<file path="src/rtl/stump_control_fsm.sv">
// Stump processor sequencer: FETCH/EXECUTE/MEMORY state register plus a
// combinational decode of the instruction register into datapath controls.
module stump_control_fsm (
    input  logic        clk,
    input  logic        rst,
    input  logic [15:0] ir,
    input  logic [3:0]  flags,
    input  logic        mem_ready,
    output logic [1:0]  state,
    output logic        ir_en,
    output logic        pc_en,
    output logic        mem_ren,
    output logic        mem_wen,
    output logic        addr_sel,
    output logic        addr_en,
    output logic        reg_write,
    output logic        wb_sel,
    output logic [2:0]  dest,
    output logic [2:0]  srcA,
    output logic [2:0]  srcB,
    output logic        opB_sel,
    output logic [2:0]  alu_func,
    output logic [1:0]  shift_op,
    output logic        cc_en
);

    typedef enum logic [1:0] {
        S_FETCH   = 2'b00,
        S_EXECUTE = 2'b01,
        S_MEMORY  = 2'b10,
        S_ILLEGAL = 2'b11
    } state_t;

    localparam logic [2:0] OP_LDST = 3'b110;
    localparam logic [2:0] OP_BCC  = 3'b111;

    state_t state_q;
    state_t state_d;
    state_t cur;

    logic [2:0] op;
    logic       itype;
    logic       ls_bit;
    logic [2:0] rd;
    logic [2:0] rs1;
    logic [2:0] rs2;
    logic [1:0] shf;
    logic [3:0] cond;

    assign op     = ir[15:13];
    assign itype  = ir[12];
    assign ls_bit = ir[11];
    assign rd     = ir[10:8];
    assign rs1    = ir[7:5];
    assign rs2    = ir[4:2];
    assign shf    = ir[1:0];
    assign cond   = ir[11:8];

    // Branch condition evaluation against {N,Z,V,C}.
    function automatic logic branch_taken(input logic [3:0] c, input logic [3:0] f);
        logic n, z, v, cy;
        logic t;
        n  = f[3];
        z  = f[2];
        v  = f[1];
        cy = f[0];
        case (c)
            4'd0:    t = 1'b1;
            4'd1:    t = 1'b0;
            4'd2:    t = ~cy & ~z;
            4'd3:    t = cy | z;
            4'd4:    t = ~cy;
            4'd5:    t = cy;
            4'd6:    t = ~z;
            4'd7:    t = z;
            4'd8:    t = ~v;
            4'd9:    t = v;
            4'd10:   t = ~n;
            4'd11:   t = n;
            4'd12:   t = (n == v);
            4'd13:   t = (n != v);
            4'd14:   t = ~z & (n == v);
            default: t = z | (n != v);
        endcase
        return t;
    endfunction

    // Reset forces the FETCH decode in the same cycle so a stalled store is dropped at once.
    assign cur   = rst ? S_FETCH : state_q;
    assign state = cur;

    always_ff @(posedge clk) begin
        if (rst) begin
            state_q <= S_FETCH;
        end else begin
            state_q <= state_d;
        end
    end

    always_comb begin
        state_d   = S_FETCH;
        ir_en     = 1'b0;
        pc_en     = 1'b0;
        mem_ren   = 1'b0;
        mem_wen   = 1'b0;
        addr_sel  = 1'b0;
        addr_en   = 1'b0;
        reg_write = 1'b0;
        wb_sel    = 1'b0;
        dest      = 3'd0;
        srcA      = 3'd0;
        srcB      = 3'd0;
        opB_sel   = 1'b0;
        alu_func  = 3'd0;
        shift_op  = 2'd0;
        cc_en     = 1'b0;

        case (cur)
            S_FETCH: begin
                mem_ren = 1'b1;
                ir_en   = mem_ready;
                pc_en   = mem_ready;
                state_d = mem_ready ? S_EXECUTE : S_FETCH;
            end

            S_EXECUTE: begin
                if (op == OP_BCC) begin
                    srcA      = 3'd7;
                    dest      = 3'd7;
                    opB_sel   = 1'b1;
                    reg_write = branch_taken(cond, flags);
                    state_d   = S_FETCH;
                end else begin
                    srcA     = rs1;
                    srcB     = rs2;
                    opB_sel  = itype;
                    shift_op = itype ? 2'b00 : shf;
                    if (op == OP_LDST) begin
                        addr_en = 1'b1;
                        state_d = S_MEMORY;
                    end else begin
                        reg_write = 1'b1;
                        dest      = rd;
                        alu_func  = op;
                        cc_en     = ls_bit;
                        state_d   = S_FETCH;
                    end
                end
            end

            S_MEMORY: begin
                addr_sel = 1'b1;
                if (ls_bit) begin
                    mem_wen = 1'b1;
                    srcB    = rd;
                end else begin
                    mem_ren   = 1'b1;
                    dest      = rd;
                    wb_sel    = 1'b1;
                    reg_write = mem_ready;
                end
                state_d = mem_ready ? S_FETCH : S_MEMORY;
            end

            default: begin
                state_d = S_FETCH;
            end
        endcase
    end

endmodule

</file>
<file path="config.mk">
export PLATFORM = sky130hd
export DESIGN_NAME = stump_control_fsm
export DESIGN_NICKNAME = d
export VERILOG_FILES = /design/src/rtl/stump_control_fsm.sv
export SDC_FILE = /design/constraint.sdc
export NUM_CORES = 1
export LEC_CHECK = 0
export CAP_MARGIN = 20
export CORE_MARGIN = 2
export CORE_UTILIZATION = 31
export CTS_BUF_LIST = sky130_fd_sc_hd__clkbuf_8
export CTS_CLUSTER_SIZE = 25
export DETAILED_ROUTE_END_ITERATION = 6
export MAX_ROUTING_LAYER = met4
export PLACE_DENSITY = 0.76
export SLEW_MARGIN = 5
export SYNTH_ARGS = -nofsm -noshare
export SYNTH_HDL_FRONTEND = slang
export SYNTH_SLANG_ARGS = --single-unit
</file>
<file path="constraint.sdc">
create_clock -name clk -period 1.5 [get_ports clk]
set_input_delay 0.15 -clock clk [delete_from_list [all_inputs] [get_ports clk]]
set_output_delay 0.15 -clock clk [all_outputs]
set_load 0.005 [all_outputs]
</file>
==> reports/qor.csv <==
stage;metric;value;unit
final_layout;Biggest register;state_q;
synth;XOR/XNOR Fraction of Synth Area;1.383;%
route;TritonRoute pass-1 iters;4;
die;Core ar.;1942;sq um
power;Pwr Density;366.1;nW/um^2
final_layout;Flop Count;2;
final_timing;Final Critical Period;1.873;ns
clocking;Sinks on Clock Net;2;
final_timing;Final WS setup;-0.3735;ns
final_layout;Top cell excl fill/tap;buf_4;
final_layout;clock buffer count in the final layout;3;
synth;Distinct lib cells used;36;
place;gp weighted congestion;0.8182;
grt;initial antenna violation count;0;
run_status;status;complete, but fails checks;
final_layout;fillcell total;131;
route;Via density;5.878;
synth;Synthesized Nets;117;
grt;busiest grt layer;met2;
grt;largest net degree at the start of global routing;13;
final_layout;Comb gate area;678.2;sq um
run_status;violated checks;negative setup slack;
setup_path;cell count along the critical path;6;
grt;met2 Resource Use GR;62.39;%
synth;asr flop ratio synth;0;%
synth;comb area leader;simple AND/OR/NAND/NOR gates;
final_timing;Final setup viols;20;
final_layout;register area;42.54;sq um
final_layout;combinational share of cell area;43.85;%
flow_run;Log Warnings;31;
synth;YS chip area;633.1;sq um
setup_path;Arr. time, crit path;1.72;ns
Fig. 1: the metal 1 layer
Bar = 10 microns.
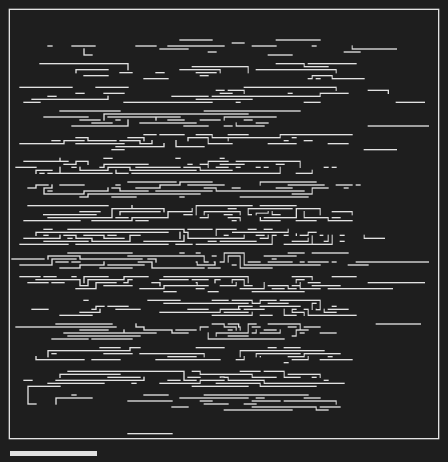
The layer carries 1530 microns of wire. 183 nets have wire on it. The layer holds 36% of the routed length. The longest straight run is 17.0 microns.

Fig. 2: routing congestion
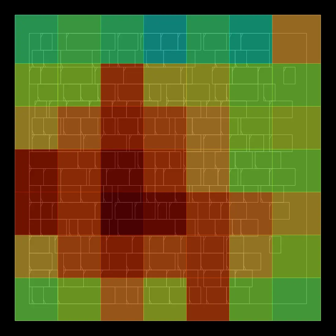
GRT met3 Usage: 5.215%
Final Util: 79.64%
post-DR wirelength/cell: 20.49 microns
grt met1 use: 34.14%

Power is estimated from default activity; no workload was simulated.
